===== src/rtl/seq_gen_pkg.sv =====
// Shared types and constants for the second-order recurrence generator.
// Saturating arithmetic is selected at build time with SEQ_GEN_SAT_EN.
package seq_gen_pkg;

   typedef enum logic {
      StIdle,
      StRun
   } state_e;

   localparam logic MODE_ADD  = 1'b0;
   localparam logic MODE_PELL = 1'b1;

endpackage


===== src/rtl/seq_gen_step.sv =====
// One recurrence step: term = a + b (additive) or 2a + b (Pell), with overflow detect.
// SEQ_GEN_SAT_EN defined: an overflowing term is clamped to all-ones.
module seq_gen_step
   import seq_gen_pkg::*;
#(
   parameter int unsigned WIDTH = 32
) (
   input  logic [WIDTH-1:0] a,
   input  logic [WIDTH-1:0] b,
   input  logic             mode,
   output logic [WIDTH-1:0] term,
   output logic             ovf
);

   logic [WIDTH+1:0] sum;

   // Two guard bits hold the worst case 2a + b without wrapping.
   always_comb begin
      sum = {2'b00, b} + ((mode == MODE_PELL) ? {1'b0, a, 1'b0} : {2'b00, a});
      ovf = |sum[WIDTH+1:WIDTH];
`ifdef SEQ_GEN_SAT_EN
      term = ovf ? '1 : sum[WIDTH-1:0];
`else
      term = sum[WIDTH-1:0];
`endif
   end

endmodule


===== src/rtl/seq_recurrence_gen.sv =====
// Streams T(0)=seed0, T(1)=seed1, T(k)=f(T(k-1),T(k-2)) over valid/ready.
// SEQ_GEN_SAT_EN defined: overflowing terms saturate; otherwise the sequence truncates.
module seq_recurrence_gen
   import seq_gen_pkg::*;
#(
   parameter int unsigned WIDTH = 32,
   parameter int unsigned CNT_W = 16
) (
   input  logic             clock,
   input  logic             reset,
   input  logic             start,
   input  logic [WIDTH-1:0] seed0,
   input  logic [WIDTH-1:0] seed1,
   input  logic             mode,
   input  logic [CNT_W-1:0] num_terms,
   output logic             out_valid,
   input  logic             out_ready,
   output logic [WIDTH-1:0] out_data,
   output logic [CNT_W-1:0] out_index,
   output logic             out_last,
   output logic             busy,
   output logic             done,
   output logic             overflow
);

   state_e           state_q, state_d;
   logic [WIDTH-1:0] cur_q, cur_d;
   logic [WIDTH-1:0] nxt_q, nxt_d;
   logic [CNT_W-1:0] idx_q, idx_d;
   logic [CNT_W-1:0] num_q, num_d;
   logic             mode_q, mode_d;
   logic             nxt_ovf_q, nxt_ovf_d;
   logic             overflow_q, overflow_d;
   logic             done_q, done_d;

   logic [WIDTH-1:0] step_term;
   logic             step_ovf;
   logic             run, at_end, trunc, hs;

   seq_gen_step #(
      .WIDTH(WIDTH)
   ) u_step (
      .a   (nxt_q),
      .b   (cur_q),
      .mode(mode_q),
      .term(step_term),
      .ovf (step_ovf)
   );

   always_comb begin
      run    = (state_q == StRun);
      at_end = (idx_q == num_q - CNT_W'(1));
`ifdef SEQ_GEN_SAT_EN
      trunc  = 1'b0;
`else
      // The upcoming term would not fit, so the current one ends the sequence.
      trunc  = nxt_ovf_q;
`endif
      out_valid = run;
      out_data  = run ? cur_q : '0;
      out_index = run ? idx_q : '0;
      out_last  = run & (at_end | trunc);
      hs        = out_valid & out_ready;
   end

   always_comb begin
      state_d    = state_q;
      cur_d      = cur_q;
      nxt_d      = nxt_q;
      idx_d      = idx_q;
      num_d      = num_q;
      mode_d     = mode_q;
      nxt_ovf_d  = nxt_ovf_q;
      overflow_d = overflow_q;
      done_d     = 1'b0;
      unique case (state_q)
         StIdle: begin
            if (start) begin
               overflow_d = 1'b0;
               if (num_terms == '0) begin
                  done_d = 1'b1;
               end else begin
                  cur_d     = seed0;
                  nxt_d     = seed1;
                  idx_d     = '0;
                  num_d     = num_terms;
                  mode_d    = mode;
                  nxt_ovf_d = 1'b0;
                  state_d   = StRun;
               end
            end
         end
         StRun: begin
            if (hs) begin
               if (out_last) begin
                  state_d = StIdle;
                  done_d  = 1'b1;
                  if (trunc && !at_end) overflow_d = 1'b1;
               end else begin
                  cur_d     = nxt_q;
                  nxt_d     = step_term;
                  idx_d     = idx_q + CNT_W'(1);
                  nxt_ovf_d = step_ovf;
                  // A saturated term is being presented now.
                  if (nxt_ovf_q) overflow_d = 1'b1;
               end
            end
         end
         default: state_d = StIdle;
      endcase
   end

   always_ff @(posedge clock or posedge reset) begin
      if (reset) begin
         state_q    <= StIdle;
         cur_q      <= '0;
         nxt_q      <= '0;
         idx_q      <= '0;
         num_q      <= '0;
         mode_q     <= MODE_ADD;
         nxt_ovf_q  <= 1'b0;
         overflow_q <= 1'b0;
         done_q     <= 1'b0;
      end else begin
         state_q    <= state_d;
         cur_q      <= cur_d;
         nxt_q      <= nxt_d;
         idx_q      <= idx_d;
         num_q      <= num_d;
         mode_q     <= mode_d;
         nxt_ovf_q  <= nxt_ovf_d;
         overflow_q <= overflow_d;
         done_q     <= done_d;
      end
   end

   assign busy     = (state_q == StRun);
   assign done     = done_q;
   assign overflow = overflow_q;

endmodule


===== config.mk =====
export PLATFORM = sky130hd
export DESIGN_NAME = seq_recurrence_gen
export DESIGN_NICKNAME = d
export VERILOG_FILES = /design/src/rtl/seq_gen_pkg.sv /design/src/rtl/seq_gen_step.sv /design/src/rtl/seq_recurrence_gen.sv
export SDC_FILE = /design/constraint.sdc
export NUM_CORES = 1
export LEC_CHECK = 0
export CAP_MARGIN = 20
export CORE_ASPECT_RATIO = 0.5
export CORE_MARGIN = 2
export CORE_UTILIZATION = 58
export CTS_CLUSTER_SIZE = 25
export DETAILED_ROUTE_END_ITERATION = 7
export GPL_TIMING_DRIVEN = 0
export PLACE_DENSITY = 0.91
export SLEW_MARGIN = 20
export SYNTH_ARGS = -nofsm -noshare
export SYNTH_HDL_FRONTEND = slang
export SYNTH_SLANG_ARGS = --single-unit

===== constraint.sdc =====
create_clock -name clock -period 9.7 [get_ports clock]
set_clock_uncertainty 0.05 [all_clocks]
set_input_delay 1.455 -clock clock [delete_from_list [all_inputs] [get_ports clock]]
set_output_delay 1.455 -clock clock [all_outputs]
set_load 0.05 [all_outputs]

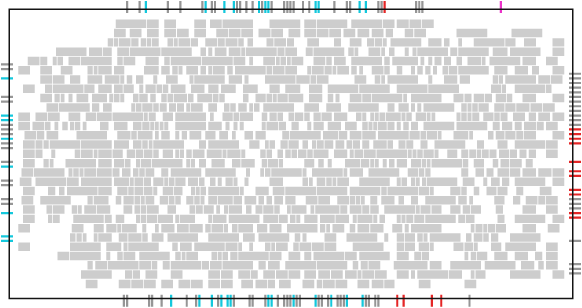
Fig. 1. Ports around the boundary (run 1).
Pins as bars across the die edge, other pins in gray.
- magenta: clock (pins 1; direction input; edge top)
- red: out_index (pins 16; direction output; edge 11 right, 4 bottom, 1 top)
- cyan: seed1 (pins 32; direction input; edge 13 bottom, 11 top, 8 left)
- all pins by edge: 46 bottom, 40 top, 30 right, 22 left

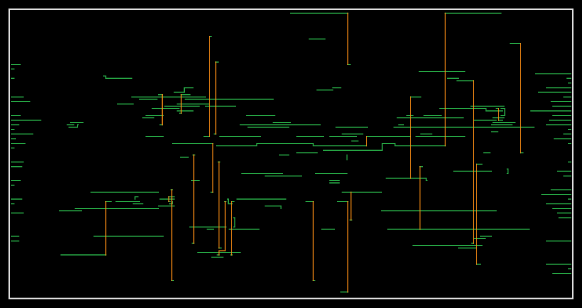
Fig. 2. Wiring by layer (run 1).
Two of the layers only.
- orange: metal 4 (wire length 475 µm)
- green: metal 3 (wire length 1150 µm)

==> flow_metrics.py, run 1 <==
# Flow results
metrics = {
    "detailed_routing": {
        "routed-via-count": 6900,
        "wl_um": 20700,
        "dr.max_layer_used": "met4",
        "avgRoutedWirePerCell_um": 18.0,
        "dr_wl_met2_um": 9920,
        "drc": 0,
        "antenna_left": 0,
    },
    "clocking": {
        "ctsResizeCount": 0,
        "cts.clk_slew.worst_paths_ns": 0.07,
        "postCtsHoldBufs": 0,
        "clockBufferDepth": 2,
        "cts_tree": "built",
        "post_cts_buffers": 0,
        "htree_levels": 3,
        "clkLatencyLatePin_ns": 0.35,
        "numCtsBuffers": 9,
    },
    "setup_path": {
        "regToRegStartpoint": "mode_q",
        "r2r-end": "nxt_ovf_q",
        "critPathCaptureType": "primary output",
        "path_class": "register to primary output",
        "required_ns": 8.20,
        "r2r_slack_ns": 4.82,
        "critical_path.startpoint": "num_q[9]",
        "reg2reg_depth": 13,
    },
    "grt": {
        "grt_overflow_total": 0,
        "grt_usage_pct": 30.0,
        "grt_pass1_vias": 6808,
        "grt_antenna_before_repair": 0,
        "met2_usage_pct": 51.9,
        "grt_max_degree": 73,
        "grt_pass1_wl_um": 33400,
    },
    "layout": {
        "nonClkBufAreaFrac_pct": 17.6,
        "seq_share_pct": 27.0,
        "comb_area_um2": 4640,
        "clkbuf_count": 10,
        "n_all_inverters": 15,
        "area_delta_synth_final_pct": 25.2,
        "diodes": 0,
        "fin_cells": 1150,
        "clockNetworkAreaShare_pct": 2.86,
        "regArea_um2": 2530,
        "drive_gt1_share_pct": 8.88,
    },
    "power": {
        "combPwrFrac_pct": 70.3,
        "p_sw_share_pct": 50.1,
        "power.total_mw": 3.83,
        "p_seq_uw": 799,
        "intPower_mw": 1.91,
        "leakage_nw": 4.11,
        "largestPowerGroup": "combinational cells",
        "seqPwrFrac_pct": 20.9,
        "p_sw_mw": 1.92,
        "powerClk_uw": 337,
    },
    "yosys": {
        "ys_sh_mux_pct": 15.2,
        "area_leaders": "dfrtp_1, mux2i_1, mux2_2, ha_1, o21ai_0",
        "syn_nets": 946,
        "ys_sh_xor_pct": 7.38,
        "synth-seq-area-share_pct": 33.8,
        "edf_count": 0,
        "syn_inst": 826,
        "synthesis.area_um2": 7480,
        "ys_sh_adder_pct": 5.96,
        "yosysWarnings": 0,
        "avgSynthCellArea_um2": 9.05,
        "synthAoiAreaFrac_pct": 14.9,
        "synth_cell_types": 57,
        "top_logic_kind": "simple AND/OR/NAND/NOR gates",
        "largest_area_cell": "dfrtp_1",
        "ys_cells": 826,
        "top_area_share_pct": 33.8,
        "async_flop_share_pct": 100,
        "ff_type": "dfrtp_1",
        "simple_gate_area_share_pct": 18.6,
    },
    "min_path": {
        "min-delay-start": "cur_q[7]",
        "worst_hold_path.endpoint": "cur_q[7]",
    },
    "timing": {
        "max-slew-margin-rel_pct": 40.7,
        "finalClockPeriodUsage_pct": 57.8,
        "fmax_mhz": 178,
        "hold_viol_final": 0,
        "setup_viol": 0,
        "layout_setup_ws_ns": 4.10,
        "fin_setup_tns_ns": 0,
        "drv_slew": 0,
        "hold_slack_ns": 0.465,
    },
    "run": {
        "cap_violations": 0,
        "tool_warnings": 26,
    },
    "place": {
        "dpl_worst_slack_ns": 4.51,
        "globalplace.congestion": 0.916,
        "placed_area_um2": 9090,
        "io_buffers": 137,
    },
    "outcome": {
        "status": "complete, no violations",
    },
    "die": {
        "dieArea_um2": 13900,
        "core_um2": 12600,
        "num_rows": 29,
        "initial_core_util_pct": 59.2,
    },
}
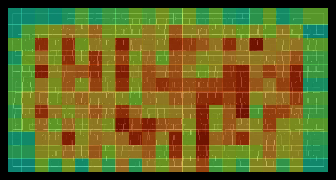
Fig. 3. Congestion heat map (run 1).
GR Util met3: 3.85%
Util after Layout: 74.1%

-- run 1: Yosys cell counts (26+ instances only) --
library cell / number
dfrtp_1: 101
nand2_1: 93
o21ai_0: 71
mux2i_1: 62
and2_1: 55
mux2_2: 46
xnor2_1: 37
ha_1: 34
nor2_1: 33
a21oi_1: 32
clkbuf_1: 31
xor2_1: 26
-- run 1: flip-flops by register name, indices dropped and copies added (netlist names) --
name	cells
mode_q	1
nxt_q	32
idx_q	16
nxt_ovf_q	1
overflow	1
cur_q	32
done	1
num_q	16
busy	1
-- run 1: worst max-delay path: stages (launching register included) --
cell and delay, ns:
dfrtp_1 0.36, buf_2 0.16, nor4_1 0.65, nand4_1 0.20, xnor2_1 0.17, or4_1 0.59, o41ai_1 0.59, and2_1 0.23
clkdlybuf4s50_1 0.80
Fig. 4: run 1, cells colored by class
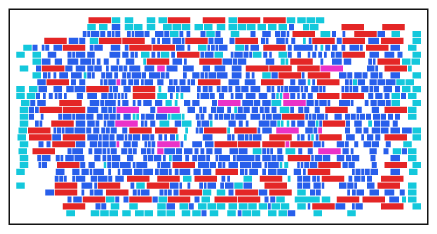

==> run 2: changes to the inputs <==
--- a/config.mk
+++ b/config.mk
@@ -8,11 +8,11 @@
 export CAP_MARGIN = 20
 export CORE_ASPECT_RATIO = 0.5
 export CORE_MARGIN = 2
-export CORE_UTILIZATION = 58
+export CORE_UTILIZATION = 54
 export CTS_CLUSTER_SIZE = 25
 export DETAILED_ROUTE_END_ITERATION = 7
 export GPL_TIMING_DRIVEN = 0
-export PLACE_DENSITY = 0.91
+export PLACE_DENSITY = 0.86
 export SLEW_MARGIN = 20
 export SYNTH_ARGS = -nofsm -noshare
 export SYNTH_HDL_FRONTEND = slang
==> constraint.sdc (replaced) <==
create_clock -name clock -period 5.7 [get_ports clock]
set_clock_uncertainty 0.05 [all_clocks]
set_input_delay 0.855 -clock clock [delete_from_list [all_inputs] [get_ports clock]]
set_output_delay 0.855 -clock clock [all_outputs]
set_load 0.05 [all_outputs]
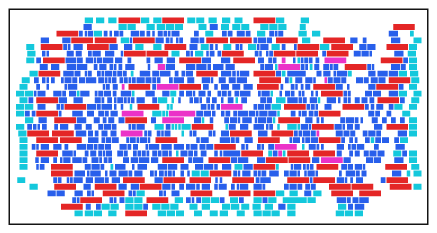
Fig. 5. Cells colored by class (run 2).
- red: sequential cells (cells 101)
- blue: combinational and other logic (cells 678)
- magenta: clock drivers and dummy loads (cells 16)
- cyan: remaining buffers and delay cells (cells 185)

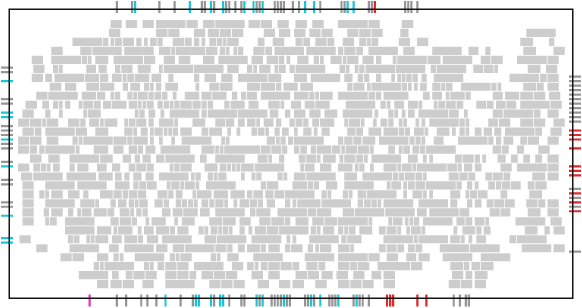
Fig. 6. Ports around the boundary (run 2).
Pins as bars across the die edge, other pins in gray.
- magenta: clock (pins 1; direction input; edge bottom)
- red: out_index (pins 16; direction output; edge 10 right, 5 bottom, 1 top)
- cyan: seed1 (pins 32; direction input; edge 13 bottom, 11 top, 8 left)
- all pins by edge: 51 bottom, 40 top, 25 right, 22 left

==> flow_metrics.py, run 2 <==
# Flow results
metrics = {
    "layout": {
        "clkbuf_count": 12,
        "fin_cells": 1172,
        "regArea_um2": 2530,
        "area_delta_synth_final_pct": 25.8,
        "nonClkBufAreaFrac_pct": 17.5,
        "drive_gt1_share_pct": 8.67,
        "clockNetworkAreaShare_pct": 3.03,
        "ff_count": 101,
        "diodes": 0,
        "comb_area_um2": 4640,
        "seq_share_pct": 26.9,
        "n_all_inverters": 15,
        "top_regs": "cur_q: 32 flops, nxt_q: 32 flops",
    },
    "grt": {
        "grt_max_degree": 52,
        "grt_overflow_total": 0,
        "grt_usage_pct": 28.5,
        "grt_pass1_vias": 6681,
        "globalRouteMet3Util_pct": 4.13,
        "met2_usage_pct": 49.2,
        "grt_antenna_before_repair": 0,
        "grt_pass1_wl_um": 33500,
    },
    "setup_path": {
        "path_class": "register to primary output",
        "max_stage_delay_ns": 0.81,
        "r2r_slack_ns": 0.91,
        "critPathCaptureType": "primary output",
        "required_ns": 4.80,
        "cp_top_family": "buffers and inverters",
        "regToRegStartpoint": "mode_q",
        "crit_chain": "inv_1 > ha_1 > buf_2 > o21ba_1 > a221oi_1 > a41oi_1 > or4_1 > o41ai_1 > and2_1 > clkdlybuf4s50_1",
        "crit_buf_inv": 3,
        "cp_slowest_cell": "clkdlybuf4s50_1",
        "crit_cells": 10,
        "r2r-end": "nxt_ovf_q",
        "critical_path.startpoint": "num_q[0]",
    },
    "yosys": {
        "synth-seq-area-share_pct": 33.8,
        "yosysWarnings": 0,
        "syn_nets": 946,
        "synthesis.area_um2": 7480,
        "ys_cells": 826,
        "avgSynthCellArea_um2": 9.05,
        "edf_count": 0,
        "area_leaders": "dfrtp_1, mux2i_1, mux2_2, ha_1, o21ai_0",
        "syn_inst": 826,
        "async_flop_share_pct": 100,
        "synth_cell_types": 57,
        "largest_area_cell": "dfrtp_1",
        "ff_type": "dfrtp_1",
        "common_cells": "dfrtp_1, nand2_1, o21ai_0",
        "top_area_share_pct": 33.8,
        "most_common_cell": "dfrtp_1",
    },
    "clocking": {
        "numCtsBuffers": 9,
        "cts.clk_slew.worst_paths_ns": 0.07,
        "postCtsHoldBufs": 0,
        "ctsResizeCount": 0,
        "htree_levels": 3,
        "cts_tree": "built",
        "post_cts_buffers": 0,
    },
    "power": {
        "power.total_mw": 6.54,
        "leakage_nw": 4.13,
    },
    "detailed_routing": {
        "wl_um": 20700,
        "dr_wl_met2_um": 9960,
        "antenna_left": 0,
        "routed-via-count": 6844,
        "dr.max_layer_used": "met4",
        "avgRoutedWirePerCell_um": 17.6,
    },
    "timing": {
        "hold_slack_ns": 0.466,
        "setup_viol": 0,
        "drv_slew": 0,
        "fmax_mhz": 202,
        "fin_setup_tns_ns": 0,
        "layout_setup_ws_ns": 0.761,
    },
    "place": {
        "dp_hpwl_um": 15500,
        "globalplace.congestion": 0.928,
        "io_buffers": 137,
        "placed_area_um2": 9120,
    },
    "run": {
        "tool_warnings": 26,
        "cap_violations": 0,
    },
    "outcome": {
        "status": "complete, no violations",
    },
    "die": {
        "num_rows": 30,
        "dieArea_um2": 14900,
        "initial_core_util_pct": 55.2,
    },
    "min_path": {
        "min-delay-start": "cur_q[17]",
        "worst_hold_path.endpoint": "cur_q[17]",
    },
}
## run 2: netlist changes by cell type in the layout (fill, tap and decap cells not counted), sizes merged
cell	previous run	this run
bufinv	0	1
inv	16	15
clkinvlp	2	0
clkbuf	41	43
## run 2: where the power goes
| part | switching (mW) | internal [mW] | leakage (nW) | total [mW] |
|---|---|---|---|---|
| clock network | 0.272 | 0.341 | 0.141 | 0.613 |
| logic | 2.64 | 1.92 | 2.73 | 4.56 |
| registers | 0.326 | 1.04 | 1.26 | 1.36 |
## run 2: cell families after synthesis
kind of cell	Yosys count	share of synthesized area [%]
buffers and inverters	62	4.12
AOI/OAI and AO/OA	183	14.9
muxes	108	15.2
xor gates and xnor gates	63	7.38
adders and majority gates	35	5.96
DFF	101	33.8
and+or+nand+nor	274	18.6
Fig. 7: run 2, wiring by layer
Two of the layers only.
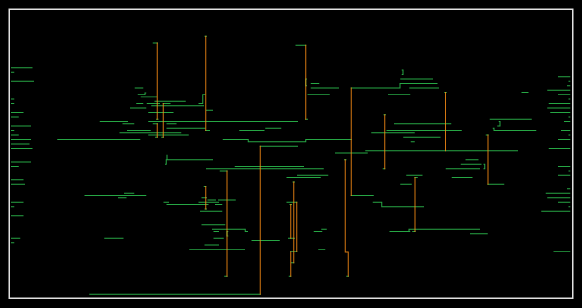

==> run 3: changes to the inputs <==
--- a/config.mk
+++ b/config.mk
@@ -8,11 +8,12 @@
 export CAP_MARGIN = 20
 export CORE_ASPECT_RATIO = 0.5
 export CORE_MARGIN = 2
-export CORE_UTILIZATION = 54
+export CORE_UTILIZATION = 55
+export CTS_BUF_LIST = sky130_fd_sc_hd__clkbuf_4
 export CTS_CLUSTER_SIZE = 25
 export DETAILED_ROUTE_END_ITERATION = 7
 export GPL_TIMING_DRIVEN = 0
-export PLACE_DENSITY = 0.86
+export PLACE_DENSITY = 0.87
 export SLEW_MARGIN = 20
 export SYNTH_ARGS = -nofsm -noshare
 export SYNTH_HDL_FRONTEND = slang
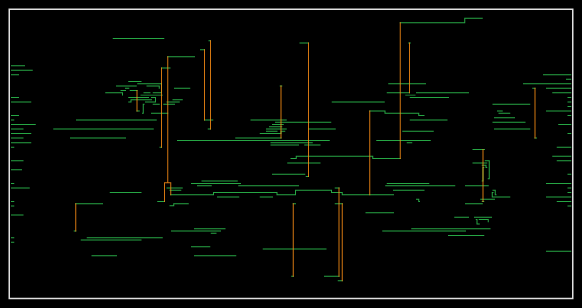
Fig. 8. Wiring by layer (run 3).
Two of the layers only.
- green: metal 3 (wire length 1190 µm)
- orange: metal 4 (wire length 373 µm)

==> flow_metrics.py, run 3 <==
# Flow results
metrics = {
    "clocking": {
        "cts.clk_slew.worst_paths_ns": 0.16,
        "clkLatencyLatePin_ns": 0.49,
        "ctsResizeCount": 0,
        "post_cts_buffers": 0,
        "cts-root-buf": "clkbuf_4",
        "numCtsBuffers": 9,
        "cts_tree": "built",
        "clock_sinks": 101,
        "postCtsHoldBufs": 0,
        "htree_levels": 3,
        "clockBufferDepth": 2,
    },
    "timing": {
        "drv_slew": 0,
        "fmax_mhz": 194,
        "max-slew-margin-rel_pct": 41.3,
        "layout_setup_ws_ns": 0.535,
        "hold_slack_ns": 0.486,
        "setup_viol": 0,
        "fin_setup_tns_ns": 0,
        "hold_viol_final": 0,
        "finalClockPeriodUsage_pct": 90.6,
    },
    "yosys": {
        "largest_area_cell": "dfrtp_1",
        "synthesis.area_um2": 7480,
        "syn_inst": 826,
        "syn_nets": 946,
        "edf_count": 0,
        "area_leaders": "dfrtp_1, mux2i_1, mux2_2, ha_1, o21ai_0",
        "yosysWarnings": 0,
        "ys_cells": 826,
        "synth-seq-area-share_pct": 33.8,
        "async_flop_share_pct": 100,
        "synth_flops": 101,
        "avgSynthCellArea_um2": 9.05,
        "common_cells": "dfrtp_1, nand2_1, o21ai_0",
        "synth_cell_types": 57,
        "ff_type": "dfrtp_1",
        "most_common_cell": "dfrtp_1",
        "top_area_share_pct": 33.8,
    },
    "layout": {
        "regArea_um2": 2530,
        "layout_top_cell": "clkdlybuf4s50_1",
        "n_all_inverters": 15,
        "fin_area_um2": 9280,
        "fillers": 1061,
        "comb_area_um2": 4640,
        "fin_cells": 1155,
        "nonClkBufAreaFrac_pct": 17.8,
        "top_area_cell_class": "combinational gates",
        "clockNetworkAreaShare_pct": 1.93,
        "final_core_util_pct": 69.2,
        "diodes": 0,
        "finalNetCount": 1095,
        "top_regs": "cur_q: 32 flops, nxt_q: 32 flops",
        "nNonClkBuffers": 185,
        "logic_gates": 663,
        "ff_count": 101,
        "clkbuf_count": 9,
        "area_delta_synth_final_pct": 24.1,
        "sh_comb_area_pct": 50.0,
        "seq_share_pct": 27.2,
        "drive_gt1_share_pct": 8.78,
    },
    "power": {
        "power.total_mw": 6.39,
        "largestPowerGroup": "combinational cells",
        "p_clk_share_pct": 7.5,
        "combPwrFrac_pct": 71.3,
        "intPower_mw": 3.17,
        "powerClk_uw": 480,
        "p_comb_mw": 4.55,
        "leakage_nw": 4.08,
        "p_sw_mw": 3.22,
        "p_seq_mw": 1.36,
        "p_sw_share_pct": 50.4,
        "seqPwrFrac_pct": 21.2,
    },
    "detailed_routing": {
        "antenna_left": 0,
        "via_per_inst": 5.95,
        "avgRoutedWirePerCell_um": 17.6,
        "drtPass1Iterations": 7,
        "wl_um": 20300,
        "drc": 0,
        "routed-via-count": 6867,
        "first_iter_violations": 491,
    },
    "grt": {
        "grt_overflow_total": 0,
        "grt_antenna_before_repair": 0,
        "grt_max_degree": 71,
        "grt_usage_pct": 28.4,
        "grt_pass1_wl_um": 33100,
        "grt_pass1_vias": 6602,
    },
    "run": {
        "tool_warnings": 26,
        "cap_violations": 0,
    },
    "setup_path": {
        "cp_slowest_cell": "clkdlybuf4s50_1",
        "path_class": "register to primary output",
        "max_stage_delay_ns": 0.81,
        "arrival_ns": 4.26,
        "reg2reg_depth": 13,
        "critPathCapture": "out_last",
        "r2r_slack_ns": 0.86,
        "required_ns": 4.80,
        "critPathCaptureType": "primary output",
        "crit_chain": "inv_1 > ha_1 > buf_2 > o21ba_1 > a221oi_1 > a41oi_1 > or4_1 > o41ai_1 > and2_1 > clkdlybuf4s50_1",
        "critical_path.startpoint": "num_q[0]",
        "r2r-end": "nxt_ovf_q",
        "regToRegStartpoint": "mode_q",
    },
    "die": {
        "initial_core_util_pct": 55.8,
        "boundaryPins": 138,
        "core_um2": 13400,
        "die_w_um": 169,
        "dieArea_um2": 14600,
        "num_rows": 30,
    },
    "place": {
        "dpl_worst_slack_ns": 1.03,
        "io_buffers": 137,
        "placed_area_um2": 9100,
        "globalplace.congestion": 0.917,
        "dp_hpwl_um": 15500,
    },
    "min_path": {
        "min-delay-start": "cur_q[19]",
        "worst_hold_path.endpoint": "cur_q[19]",
    },
    "outcome": {
        "status": "complete, no violations",
    },
}
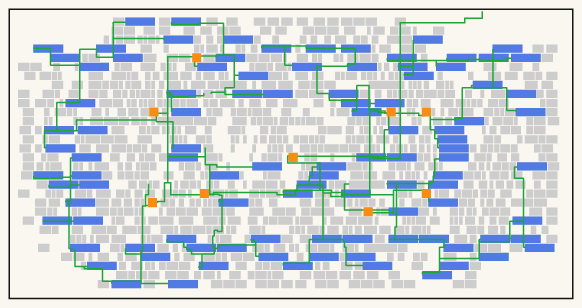
Fig. 9. Routed clock nets over the placement (run 3).
- blue: flip-flops (count 101)
- orange: clock drivers (count 9)
- green: clock wires (length 1350 µm)
- routed clock nets: 10
- flops lie: widely spread

[run 3: cell counts after synthesis]
No cell type changed its count.
[run 3: cell families after synthesis]
family | synth area share, %
fa+ha+maj | 5.96
buf+inv | 4.12
compound gates | 14.9
mux | 15.2
flops | 33.8
xor+xnor | 7.38
simple gates | 18.6
[run 3: layer usage]
layer	share of wire [%]	GRT usage, %	up-vias
li1	-	-	3237
met1	44	37.9	3320
met2	48	48.8	275
met3	5.9	3.79	35
met4	1.8	8.39	0
met5	0	0	-
[run 3: worst max-delay path: cells and delay by family, from the launching register on]
kind,cells,cell delay (ns)
AND-OR/OR-AND,4,1.12
AND/OR/NAND/NOR,2,0.86
buffers and inverters,3,1.09
flip-flops,1,0.50
adder cells (fa/ha/maj),1,0.20
Power and IR drop assume default switching activity.
